===== config.mk =====
export PLATFORM = sky130hd
export DESIGN_NAME = fetch_stage_flat
export DESIGN_NICKNAME = d
export VERILOG_FILES = /design/src/rtl/fetch_stage_pkg.sv /design/src/rtl/fetch_stage_if.sv /design/src/rtl/fetch_stage_if_id_reg.sv /design/src/rtl/fetch_stage.sv /design/src/flat_wrapper.sv
export SDC_FILE = /design/constraint.sdc
export NUM_CORES = 1
export LEC_CHECK = 0
export ABC_AREA = 1
export CAP_MARGIN = 20
export CORE_MARGIN = 2
export CORE_UTILIZATION = 45
export CTS_CLUSTER_DIAMETER = 60
export DETAILED_ROUTE_END_ITERATION = 7
export PLACE_DENSITY = 0.84
export SLEW_MARGIN = 20
export SYNTH_ARGS = -nofsm -noshare
export SYNTH_HDL_FRONTEND = slang
export SYNTH_SLANG_ARGS = --single-unit

===== constraint.sdc =====
create_clock -name clk -period 6.85 [get_ports clk]
set_clock_uncertainty 0.05 [all_clocks]
set_input_delay 1.7125 -clock clk [delete_from_list [all_inputs] [get_ports clk]]
set_output_delay 1.7125 -clock clk [all_outputs]
set_load 0.02 [all_outputs]

===== src/rtl/fetch_stage_pkg.sv =====
`default_nettype none
// ============================================================================
// Module      : fetch_stage_pkg
// Description : Shared constants and a helper for the MIPS instruction-fetch
//               stage.
//               c_instr_w   - instruction word width
//               c_nop_instr - all-zero word (sll $0,$0,0) used as a bubble
//               c_reset_pc  - default PC loaded on reset
//               align_word  - forces a byte address onto a word boundary
// Revision    : 1.0 - initial release
// ============================================================================
package fetch_stage_pkg;

    localparam int          c_instr_w   = 32;
    localparam logic [31:0] c_nop_instr = 32'h0000_0000;
    localparam logic [31:0] c_reset_pc  = 32'h0000_0000;

    // Clears the byte-offset bits of a redirect target.
    function automatic logic [31:0] align_word(input logic [31:0] addr);
        return {addr[31:2], 2'b00};
    endfunction

endpackage : fetch_stage_pkg
`default_nettype wire


===== src/rtl/fetch_stage_if.sv =====
`default_nettype none
// ============================================================================
// Module      : fetch_stage_if
// Description : Instruction-memory read port between the fetch stage and the
//               combinational instruction ROM.
//               imem_a  - word address (fetch stage -> imem)
//               imem_rd - instruction word (imem -> fetch stage)
//               master  : fetch stage side (drives imem_a)
//               slave   : memory side (drives imem_rd)
// Revision    : 1.0 - initial release
// ============================================================================
interface fetch_stage_if #(
    parameter int ADDR_W = 6
) ();

    logic [ADDR_W-1:0] imem_a;
    logic [31:0]       imem_rd;

    modport master (
        output imem_a,
        input  imem_rd
    );

    modport slave (
        input  imem_a,
        output imem_rd
    );

endinterface : fetch_stage_if
`default_nettype wire


===== src/rtl/fetch_stage_if_id_reg.sv =====
`default_nettype none
// ============================================================================
// Module      : if_id_reg
// Description : One field of the IF/ID pipeline register.
//               clk     - rising-edge clock
//               reset   - asynchronous active-high reset, loads CLR_VAL
//               i_en    - load enable (low = hold, takes priority over clear)
//               i_clr   - synchronous clear to CLR_VAL when enabled
//               i_d     - data to capture
//               o_q     - registered field
// Revision    : 1.0 - initial release
// ============================================================================
module if_id_reg #(
    parameter int               WIDTH   = 32,
    parameter logic [WIDTH-1:0] CLR_VAL = '0
) (
    input  wire logic             clk,
    input  wire logic             reset,
    input  wire logic             i_en,
    input  wire logic             i_clr,
    input  wire logic [WIDTH-1:0] i_d,
    output logic      [WIDTH-1:0] o_q
);

    logic [WIDTH-1:0] r_q;

    // A stalled stage keeps its contents even when a flush is requested;
    // the hazard unit re-issues the flush once the stall drops.
    always_ff @(posedge clk or posedge reset) begin
        if (reset) begin
            r_q <= CLR_VAL;
        end else if (i_en) begin
            r_q <= i_clr ? CLR_VAL : i_d;
        end
    end

    assign o_q = r_q;

endmodule : if_id_reg
`default_nettype wire


===== src/rtl/fetch_stage.sv =====
`default_nettype none
// ============================================================================
// Module      : fetch_stage
// Description : Instruction-fetch stage of the pipelined MIPS core. Holds the
//               PC, addresses the instruction ROM, selects the next PC
//               (pc+4 / branch / jump) and loads the IF/ID register under
//               hazard-unit stall/flush control.
// Ports       : clk, reset           - clock, async active-high reset
//               imem                 - imem read port (imem_a out, imem_rd in)
//               stall_f              - hold PC
//               stall_d / flush_d    - hold / clear IF/ID
//               pc_src_d, pc_branch_d- taken branch and its target
//               jump_d, jump_index_d - j/jal and its instr[25:0]
//               pc_f                 - current PC
//               if_id_instr/pcplus4/valid - IF/ID register contents
//               misalign_err         - sticky misaligned-redirect flag
//               fetch_cnt            - valid instructions loaded into IF/ID
// Revision    : 1.0 - initial release
// ============================================================================
module fetch_stage
    import fetch_stage_pkg::*;
#(
    parameter int          ADDR_W   = 6,
    parameter logic [31:0] RESET_PC = c_reset_pc,
    parameter int          CNT_W    = 32
) (
    input  wire logic             clk,
    input  wire logic             reset,
    fetch_stage_if.master         imem,
    input  wire logic             stall_f,
    input  wire logic             stall_d,
    input  wire logic             flush_d,
    input  wire logic             pc_src_d,
    input  wire logic [31:0]      pc_branch_d,
    input  wire logic             jump_d,
    input  wire logic [25:0]      jump_index_d,
    output logic      [31:0]      pc_f,
    output logic      [c_instr_w-1:0] if_id_instr,
    output logic      [31:0]      if_id_pcplus4,
    output logic                  if_id_valid,
    output logic                  misalign_err,
    output logic      [CNT_W-1:0] fetch_cnt
);

    localparam logic [CNT_W-1:0] c_cnt_one = {{(CNT_W-1){1'b0}}, 1'b1};

    logic [31:0]      r_pc;
    logic             r_misalign_err;
    logic [CNT_W-1:0] r_fetch_cnt;

    logic [31:0]      w_pc_plus4;
    logic [31:0]      w_jump_target;
    logic [31:0]      w_redirect_raw;
    logic             w_redirect;
    logic [31:0]      w_pc_next;
    logic             w_ifid_load_valid;

    // Word address wraps naturally by dropping the upper PC bits.
    assign imem.imem_a = r_pc[ADDR_W+1:2];

    assign w_pc_plus4    = r_pc + 32'd4;
    // The jump sits in ID, so its region bits come from its own pc+4.
    assign w_jump_target = {if_id_pcplus4[31:28], jump_index_d, 2'b00};

    // Next-PC select: stall holds and silently drops any redirect.
    always_comb begin
        w_pc_next      = w_pc_plus4;
        w_redirect     = 1'b0;
        w_redirect_raw = w_jump_target;
        if (stall_f) begin
            w_pc_next = r_pc;
        end else if (jump_d) begin
            w_redirect     = 1'b1;
            w_redirect_raw = w_jump_target;
            w_pc_next      = align_word(w_jump_target);
        end else if (pc_src_d) begin
            w_redirect     = 1'b1;
            w_redirect_raw = pc_branch_d;
            w_pc_next      = align_word(pc_branch_d);
        end
    end

    always_ff @(posedge clk or posedge reset) begin
        if (reset) begin
            r_pc           <= RESET_PC;
            r_misalign_err <= 1'b0;
        end else begin
            r_pc <= w_pc_next;
            if (w_redirect && (w_redirect_raw[1:0] != 2'b00)) begin
                r_misalign_err <= 1'b1;
            end
        end
    end

    // Counts exactly the edges on which IF/ID receives a real instruction.
    assign w_ifid_load_valid = !stall_d && !flush_d;

    always_ff @(posedge clk or posedge reset) begin
        if (reset) begin
            r_fetch_cnt <= '0;
        end else if (w_ifid_load_valid) begin
            r_fetch_cnt <= r_fetch_cnt + c_cnt_one;
        end
    end

    if_id_reg #(
        .WIDTH   (c_instr_w),
        .CLR_VAL (c_nop_instr)
    ) u_ifid_instr (
        .clk   (clk),
        .reset (reset),
        .i_en  (!stall_d),
        .i_clr (flush_d),
        .i_d   (imem.imem_rd),
        .o_q   (if_id_instr)
    );

    if_id_reg #(
        .WIDTH   (32),
        .CLR_VAL (32'h0)
    ) u_ifid_pcplus4 (
        .clk   (clk),
        .reset (reset),
        .i_en  (!stall_d),
        .i_clr (flush_d),
        .i_d   (w_pc_plus4),
        .o_q   (if_id_pcplus4)
    );

    if_id_reg #(
        .WIDTH   (1),
        .CLR_VAL (1'b0)
    ) u_ifid_valid (
        .clk   (clk),
        .reset (reset),
        .i_en  (!stall_d),
        .i_clr (flush_d),
        .i_d   (1'b1),
        .o_q   (if_id_valid)
    );

    assign pc_f         = r_pc;
    assign misalign_err = r_misalign_err;
    assign fetch_cnt    = r_fetch_cnt;

endmodule : fetch_stage
`default_nettype wire

===== src/flat_wrapper.sv =====
// flat-port wrapper written by rule: the top's interface ports become plain ports
module fetch_stage_flat import fetch_stage_pkg::*;
#(
    parameter int          ADDR_W   = 6,
    parameter logic [31:0] RESET_PC = c_reset_pc,
    parameter int          CNT_W    = 32
)
  (clk, reset, stall_f, stall_d, flush_d, pc_src_d, pc_branch_d, jump_d, jump_index_d, pc_f, if_id_instr, if_id_pcplus4, if_id_valid, misalign_err, fetch_cnt, imem_imem_a, imem_imem_rd);
  fetch_stage_if #(.ADDR_W(ADDR_W)) imem_i ();
  input  wire logic clk;
  input  wire logic reset;
  input  wire logic stall_f;
  input  wire logic stall_d;
  input  wire logic flush_d;
  input  wire logic pc_src_d;
  input  wire logic [31:0] pc_branch_d;
  input  wire logic jump_d;
  input  wire logic [25:0] jump_index_d;
  output logic      [31:0] pc_f;
  output logic      [c_instr_w-1:0] if_id_instr;
  output logic      [31:0] if_id_pcplus4;
  output logic if_id_valid;
  output logic misalign_err;
  output logic      [CNT_W-1:0] fetch_cnt;
  output wire logic [$bits(imem_i.imem_a)-1:0] imem_imem_a;
  input wire logic [$bits(imem_i.imem_rd)-1:0] imem_imem_rd;
  assign imem_imem_a = imem_i.imem_a;
  assign imem_i.imem_rd = imem_imem_rd;
  fetch_stage #(.ADDR_W(ADDR_W), .RESET_PC(RESET_PC), .CNT_W(CNT_W)) u_core (.clk(clk), .reset(reset), .imem(imem_i), .stall_f(stall_f), .stall_d(stall_d), .flush_d(flush_d), .pc_src_d(pc_src_d), .pc_branch_d(pc_branch_d), .jump_d(jump_d), .jump_index_d(jump_index_d), .pc_f(pc_f), .if_id_instr(if_id_instr), .if_id_pcplus4(if_id_pcplus4), .if_id_valid(if_id_valid), .misalign_err(misalign_err), .fetch_cnt(fetch_cnt));
endmodule

Sequential cells grouped by signal name:
Scale bar: 50 µm. Other sequential cells in the stronger grey, the rest of the logic in the fainter grey.
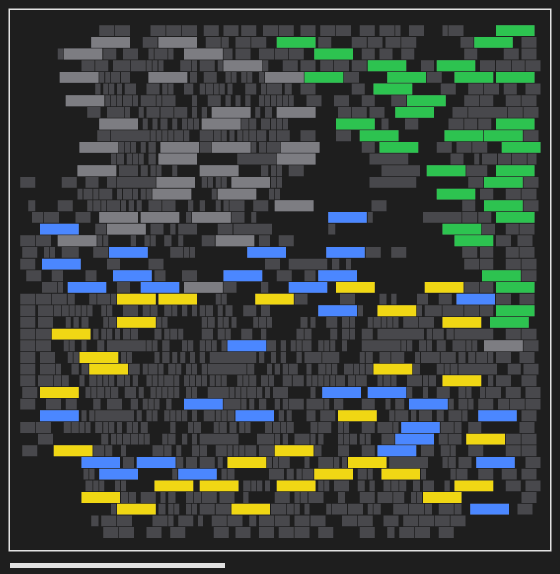
legend:
  green:
    signal: `u_core.u_ifid_instr.o_q`
    sequential_cells: 32
  blue:
    signal: `u_core.u_ifid_pcplus4.o_q`
    sequential_cells: 31
  yellow:
    signal: `u_core.pc_f`
    sequential_cells: 30

I/O nets highlighted:
Scale bar: 50 µm.
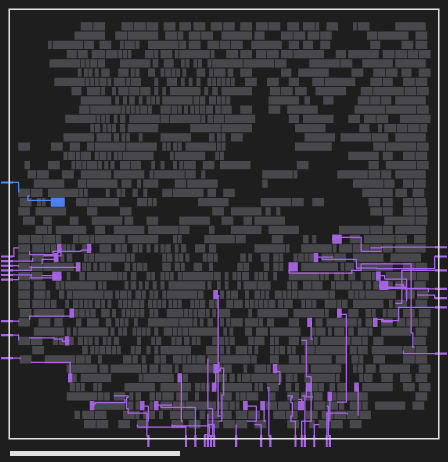
legend:
  purple:
    port: `pc_branch_d`
    direction: input
    edge: 16 bottom, 9 left, 7 right
    end_cells: 31
    buffers: 32
    wire: 824 µm
  blue:
    port: `flush_d`
    direction: input
    edge: left
    end_cells: 1
    buffers: 1
    wire: 16.7 µm

Track usage over the die:
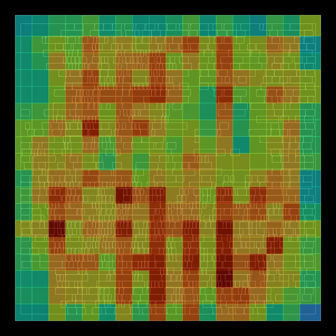
Layout Utilization: 66.4%
GRT Util Overall: 26.5%
GRT met1 Usage: 35.0%

Zoomed window:
Scale bar: 10 µm. Window x 19 to 44, y 19 to 44 µm. Cells in grey, sequential cells in the stronger grey; small squares are vias.
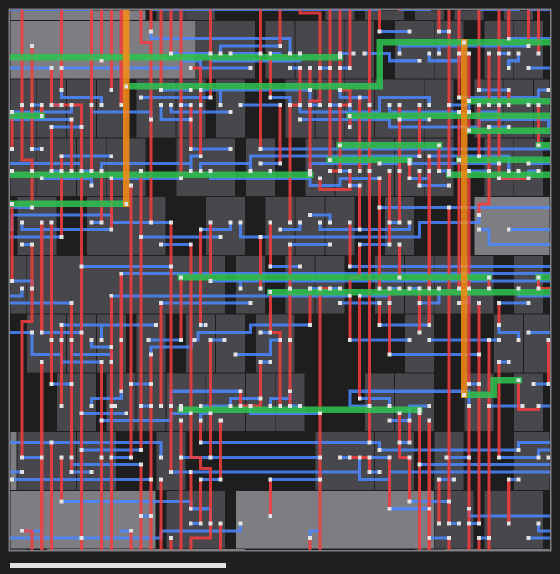
legend:
  green:
    layer: metal 3
  orange:
    layer: metal 4
  blue:
    layer: metal 1
  red:
    layer: metal 2
most frequent: nand2_1 (32), nor2_1 (16), nand3_1 (11)
netlist names of flops here include: `u_core.u_ifid_pcplus4.o_q` (2), `u_core.pc_f` (1)
sequential cells in the window: 3
cells with their middle in the window: 87

Selected gate families:
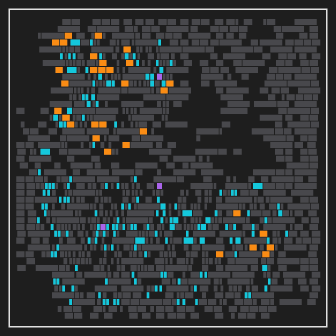
legend:
  cyan:
    family: nor cells
    cells: 151
    most_used: nor2_1
  purple:
    family: and/or cells
    cells: 3
  orange:
    family: xor and xnor cells
    cells: 31
    most_used: xor2_1

==> results.py <==
# Auto-generated metrics
metrics = {
    "clocking": {
        "clkLatencyLatePin_ps": 420,
        "clockBufferDepth": 2,
        "cts.sinks": 127,
        "cts_tree": "built",
        "cts_root_buffer": "clkbuf_16",
        "cts_setup_buffers": 0,
        "cts_hold_repair.buffers": 0,
        "cts-buffers-inserted": 17,
        "htree_levels": 4,
        "clk_pin_slew_worst_paths_ps": 50,
        "ctsResizeCount": 0,
    },
    "route": {
        "routed_via_density": 5.39,
        "antenna_left": 0,
        "drt_wl_total_mm": 20.8,
        "drt-initial-drc-count": 497,
        "drtPass1Iterations": 7,
        "drc_errors": 0,
        "vias": 6650,
    },
    "sta": {
        "min_period_over_period_pct": 59.5,
        "setup_viol_count_final": 0,
        "slew_headroom_pct": 33.3,
        "slew_violations": 0,
        "max_freq_mhz": 245,
        "fin_tns_setup_ps": 0,
        "grt_setup_unrepaired": "false",
        "layout_min_cycle_time_ps": 4070,
        "finalHoldViolCount": 0,
        "timing.final.ws_setup_ps": 2780,
    },
    "layout": {
        "area_growth_pct": 44.4,
        "drive_gt1_share_pct": 6.10,
        "num-fill-cells": 1180,
        "fin_nets": 1136,
        "final_common_cell": "clkdlybuf4s50_1",
        "mostFrequentLayoutCells": "228 x clkdlybuf4s50_1, 186 x nand2_1, 127 x dfrtp_1, 122 x nor2_1, 59 x inv_1",
        "stdcell_count": 1234,
    },
    "min_path": {
        "hold_depth": 1,
        "min_from": "u_core.u_ifid_pcplus4.o_q[14]$_DFFE_PP0N_",
        "min_path_type": "reg2reg",
        "worstHoldEndpoint": "u_core.u_ifid_pcplus4.o_q[14]$_DFFE_PP0N_",
    },
    "placed_design": {
        "pre_cts_slack_ps": 2300,
        "gp_congestion": 0.900,
        "place.detailed.hpwl_mm": 14.4,
    },
    "worst_setup_path": {
        "cp.depth": 10,
        "critPathKind": "in2reg",
        "crit_slowest_cell": "inv_1",
        "cp_max_fo": 65,
        "endpoint": "u_core.fetch_cnt[24]$_DFFE_PP0P_",
        "rr_endpoint": "u_core.pc_f[20]$_DFFE_PP0N_",
        "timing.rr.start": "u_core.pc_f[2]$_DFFE_PP0N_",
        "required_ps": 7100,
        "max_stage_delay_ps": 570,
        "cp_data_arrival_time_ps": 4330,
        "startpoint": "stall_d",
    },
    "yosys": {
        "ys_seq_share_pct": 47.6,
        "ys_async_sr_fraction_pct": 100,
        "syn_inst": 824,
        "edf_count": 0,
        "flop_cell": "dfrtp_1",
        "ys_warn_count": 0,
        "yosysUniqueCellTypes": 40,
        "yosysTopAreaCell": "dfrtp_1",
        "yosys_cells": 824,
        "netlist.area_leader.share_pct": 47.6,
        "synth.area.top_cells": "dfrtp_1 48%, nand2_1 10%, nor2_1 6.9%, a22o_1 6.0%, a21oi_1 4.3%",
        "ys_ff": 127,
        "most_common_cell": "nand2_1",
        "synth.top_cells.by_count": "186 x nand2_1, 127 x dfrtp_1, 123 x nor2_1",
    },
    "pwr": {
        "power_frac_clock_pct": 38.1,
        "p_sw_mw": 0.724,
        "p_sw_share_pct": 29.9,
        "p_leak_nw": 4.44,
        "ir_drop_uv": 192,
        "power_frac_comb_pct": 24.0,
        "p_int_mw": 1.70,
        "powerDensity_nw_per_um2": 251,
    },
    "grt": {
        "grt_pass1_wl_mm": 33.4,
        "grt_pass1_vias": 6497,
        "grt_start_max_net_pins": 72,
        "antenna_found_initial": 0,
    },
    "floorplan": {
        "rows": 44,
        "die_h_um": 126,
        "dieArea_um2": 15800,
        "fp_util_pct": 46.0,
        "core_area_um2": 14500,
        "dieWidth_um": 126,
    },
    "status": {
        "status": "complete, no violations",
    },
    "run": {
        "cap_violations": 0,
    },
}
[through the flow]
| step | hold slack, ps | cell area [µm²] | total power [mW] |
|---|---|---|---|
| global route | 452 | 9650 | 2.52 |
| detailed placement | 407 | 9060 | 1.51 |
| global placement | 396 | 9060 | 1.50 |
| floorplan | 524 | 6690 | 1.22 |
| CTS | 428 | 9650 | 2.43 |
| finish | 426 | 9650 | 2.42 |
[per-layer routing]
layer	vias to the layer above	wire length, µm	global-route usage [%]
met5	-	0	0
met4	0	387	8.92
met3	34	1690	6.37
met2	293	9750	43.1
met1	3199	8940	35.0
li1	3124	-	-
[power by group through the flow]
stage                     clock network (mW)  logic, mW  registers, mW
after floorplan                            0      0.214           1.00
after global placement                     0      0.569          0.927
after detailed placement                   0      0.580          0.927
after CTS                              0.930      0.584          0.916
after global routing                   0.968      0.628          0.928
final                                  0.924      0.581          0.917
[sequential cells by signal (all words and copies together), names as in the netlist]
register,flops
u_core.u_ifid_pcplus4.o_q,31
u_core.misalign_err,1
u_core.fetch_cnt,32
u_core.u_ifid_valid.o_q,1
u_core.pc_f,30
u_core.u_ifid_instr.o_q,32
[kinds of logic (layout without fill, tap and decap cells)]
logic type / Yosys count / after routing / synth area share [%]
other: 1 / 2 / 0.0561
AND-OR/OR-AND: 155 / 155 / 15.3
adder cells (fa/ha/maj): 2 / 2 / 0.374
XOR/XNOR: 31 / 31 / 4.06
AND/OR/NAND/NOR: 402 / 402 / 26.1
flip-flops: 127 / 127 / 47.6
buffers and inverters: 106 / 331 / 6.55
[final cells by class]
type	count	area [µm²]	share of cell area, %
clock buffer	26	489	5.07
tap	184	230	2.38
sequential	127	3180	32.9
clock inverter	6	105	1.09
multi-input combinational	592	3080	31.9
inverter	64	243	2.51
timing repair buffer	235	2330	24.1
Power figures rest on the tool's default switching activity, not on a simulated workload.
